==> config.mk <==
export PLATFORM = sky130hd
export DESIGN_NAME = shift_cmd_seq
export DESIGN_NICKNAME = d
export VERILOG_FILES = /design/src/rtl/shift_pkg.sv /design/src/rtl/shift_cmd_seq_cmd_fifo.sv /design/src/rtl/shift_cmd_seq.sv
export SDC_FILE = /design/constraint.sdc
export NUM_CORES = 1
export LEC_CHECK = 0
export CORE_UTILIZATION = 49
export CTS_CLUSTER_SIZE = 14
export DETAILED_ROUTE_END_ITERATION = 10
export GPL_ROUTABILITY_DRIVEN = 0
export GPL_TIMING_DRIVEN = 1
export PLACE_DENSITY = 0.76
export SKIP_LAST_GASP = 1
export SYNTH_ARGS = -nofsm -noshare
export SYNTH_HDL_FRONTEND = slang
export SYNTH_HIERARCHICAL = 1
export SYNTH_SLANG_ARGS = --single-unit
==> constraint.sdc <==
create_clock -name clk -period 2.2 [get_ports clk]
set_input_delay 0.44 -clock clk [delete_from_list [all_inputs] [get_ports clk]]
set_output_delay 0.44 -clock clk [all_outputs]
set_load 0.02 [all_outputs]
==> images/ff_map.png <==
Bar = 20 um.
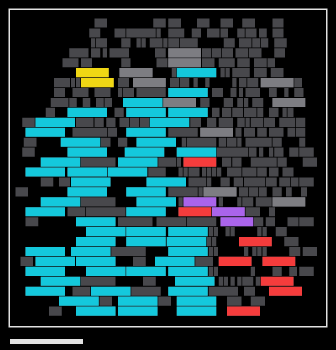
- red: w_data (flops 8; where south-east)
- yellow: u_cmd_fifo/wptr (flops 2)
- cyan: u_cmd_fifo/mem (flops 56)
- purple: w_op (flops 3)
- not colored: 10
power drawn by the sequential cells: 2230 uW
Seq/total area: 48.89%

==> images/gates.png <==
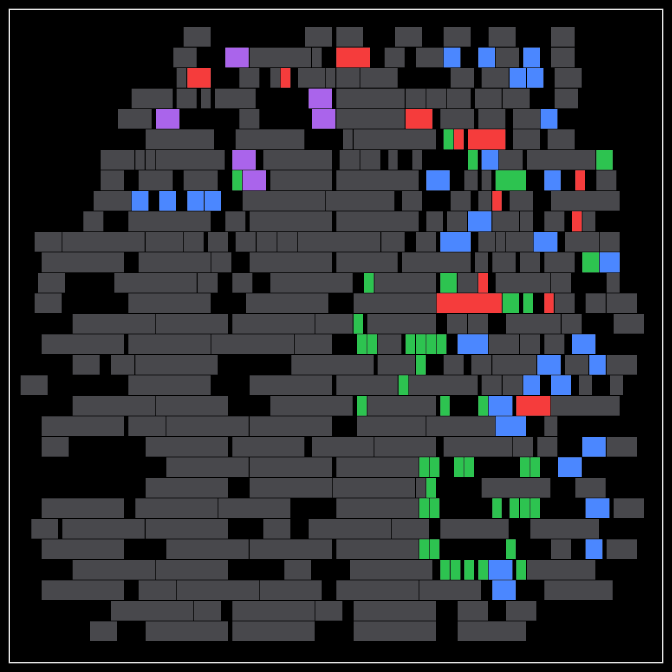
- purple: xor and xnor cells (cells 6)
- blue: and/or cells (cells 31; most used and2_1)
- green: nand cells (cells 43; most used nand2_1)
- red: nor cells (cells 13; most used nor2_1)
most frequent logic cell in the layout: edfxtp_1
logic gate fraction of the total cell area: 25.66%
Non-Filler Instances: 427

==> images/clock_wires.png <==
Bar = 20 um.
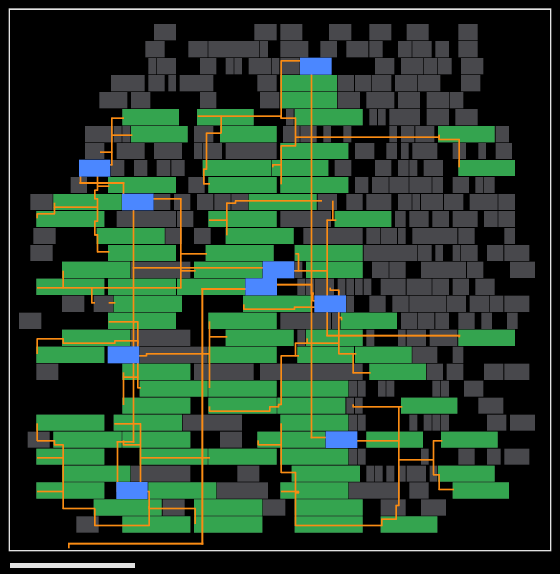
- orange: clock wires (length 831 um)
- blue: clock-net drivers (count 9)
- green: flip-flops (count 79)
- routed clock nets: 10
share of total power in the clock network: 17.4%
Layout Skew: 8.893 ps

==> images/congestion_map.png <==
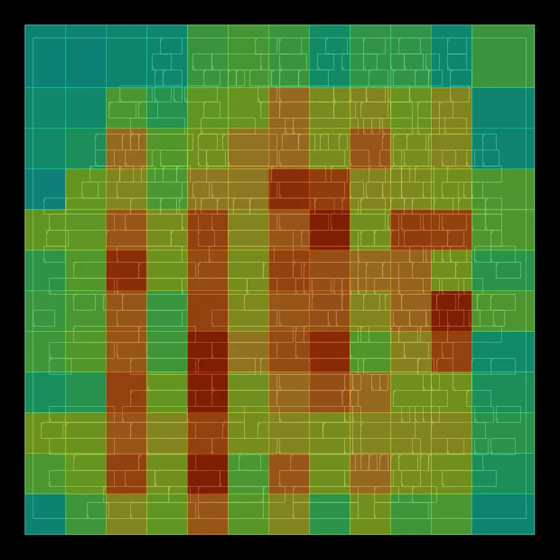
busiest grt layer: met2
global-route met2 utilization: 32.76%

==> tab_implementation.tex <==
% Table of physical implementation metrics
\begin{tabular}{lr}
\hline
Metric & Value \\
\hline
\multicolumn{2}{l}{\textbf{Synth}} \\
Number of nets in the synthesized netlist & between 200 and 300 \\
Top flip-flop cell by instance count after synthesis & edfxtp\_1 \\
Number of instances in the synthesized netlist & 231 \\
Fraction of registers with async set or reset after synthesis & between 20\% and 30\% \\
Synth cell count leaders & 56 x edfxtp\_1, 38 x nand2\_1, 23 x dfrtp\_1 \\
Synth top area share & 48.03\% \\
Count leader, synth & edfxtp\_1 \\
Part of the Yosys area used for sequential elements & 64.47\% \\
Count of different cell masters after synthesis & roughly 50 \\
\multicolumn{2}{l}{\textbf{Place}} \\
Count of buffers inserted at the top-level ports & slightly below 50 \\
Setup slack at placement & -100.0 ps \\
Cell area after placement & 4332 um\^{}2 \\
\multicolumn{2}{l}{\textbf{Power}} \\
Pleak & about 0.0019 uW \\
Net switching power of the design & 2074 uW \\
Largest power group & combinational logic \\
Share of power burned in registers & 36.8\% \\
Cell area power density & approximately 1300 nW/um\^{}2 \\
Design internal power & 4001 uW \\
\multicolumn{2}{l}{\textbf{GRT}} \\
Remaining Overflow, GRT & 0 \\
Antenna violations before repair & 0 \\
Global-route wire length before repair & 10520 um \\
Met1 routing resource usage after global routing & between 20 and 25\% \\
Pin count of the biggest net entering global routing & 17 \\
Total global-route track usage & 19.50\% \\
Vias in the first global route & roughly 2.1k \\
GRT met3 Usage & under 10\% \\
\multicolumn{2}{l}{\textbf{Route}} \\
Final routed wire length divided by cell count & roughly 15 um \\
Routed Wire Length & between 6000 and 7000 um \\
Wire length on met1 & around 2700 um \\
Max layer used & met4 \\
TritonRoute pass-1 iters & 4 \\
\multicolumn{2}{l}{\textbf{Worst setup path}} \\
Type of destination of the critical path & output pin \\
Bufs and invs on worst path & 2 \\
List of cells traversed by the critical path & or2b\_4 > nor4b\_4 > buf\_2 > and2\_1 > clkdlybuf4s15\_2 \\
Maximum fanout along the worst path & 4 \\
Slack of the worst reg-to-reg path & $\sim$30 ps \\
Kind of start point of the critical path & flop \\
\multicolumn{2}{l}{\textbf{Clocking}} \\
Clock insertion delay at the later pin of the skew report & 350 ps \\
Hold buffer count at CTS & 0 \\
PostCTS Resize Cnt & a little under 70 \\
\multicolumn{2}{l}{\textbf{Finish}} \\
Final standard cell utilization of the core & 67.58\% \\
Dominant kind of cell by area & flip-flops and latches \\
Total number of multi-input combinational cells & 132 \\
Fraction of layout cells with a size suffix above 1 & between 30\% and 40\% \\
Count of sequential standard cells & approximately 80 \\
Non-clock buffer contribution to total cell area & between 10\% and 20\% \\
Area delta synth->final & 31.88\% \\
Final cell area excluding filler cells & around 4600 um\^{}2 \\
Number of flip-flops under the largest register name & between 50 and 60 \\
Flop area & approximately 2300 um\^{}2 \\
Top cells excl fill/tap & 56 x edfxtp\_1, 40 x buf\_4, 38 x nand2\_1 \\
Area taken by multi-input logic gates & 1185 um\^{}2 \\
\multicolumn{2}{l}{\textbf{STA}} \\
Total negative slack & -123.9 ps \\
Total count of hold-check failures in the final report & 0 \\
Final number of setup-violating endpoints & 6 \\
Max transition margin & 58.78\% \\
Time the final worst path needs with I/O delays and setup & approximately 2300 ps \\
Final setup slack of the worst path & -80.87 ps \\
\multicolumn{2}{l}{\textbf{Floorplanning}} \\
X dimension of the die & 86.53 um \\
Floorplan Utilization & between 50\% and 60\% \\
Number of I/O pins & approximately 50 \\
Die y size & 86.53 um \\
\multicolumn{2}{l}{\textbf{Status}} \\
Outcome & finished with violations \\
Violated checks & negative setup slack \\
\multicolumn{2}{l}{\textbf{Run}} \\
Stage-log warning count & 32 \\
Reported max-cap violation count & 0 \\
\multicolumn{2}{l}{\textbf{Hold path}} \\
HP Class & input pin to async pin \\
\hline
\end{tabular}
-- logic make-up (layout without fill, tap and decap cells) --
| family | count (synthesis) | in the layout | synth area share (%) |
|---|---|---|---|
| buffers and inverters | 20 | 120 | 3.288 |
| and+or+nand+nor | 87 | 87 | 13.87 |
| xor gates and xnor gates | 6 | 6 | 1.501 |
| DFF | 79 | 79 | 64.47 |
| adders and majority gates | 7 | 7 | 2.716 |
| muxes | 16 | 16 | 10.36 |
| AOI/OAI and AO/OA | 16 | 16 | 3.789 |
-- stage by stage --
stage / hold WS, ps / instances
finish: 352.4 / 427
global route: 375.6 / 427
CTS: 352.1 / 425
detailed placement: 457.2 / 405
global placement: 451.8 / 405
floorplan: 243.4 / 231
No activity file was given, so power comes from the tool's default toggle rates.
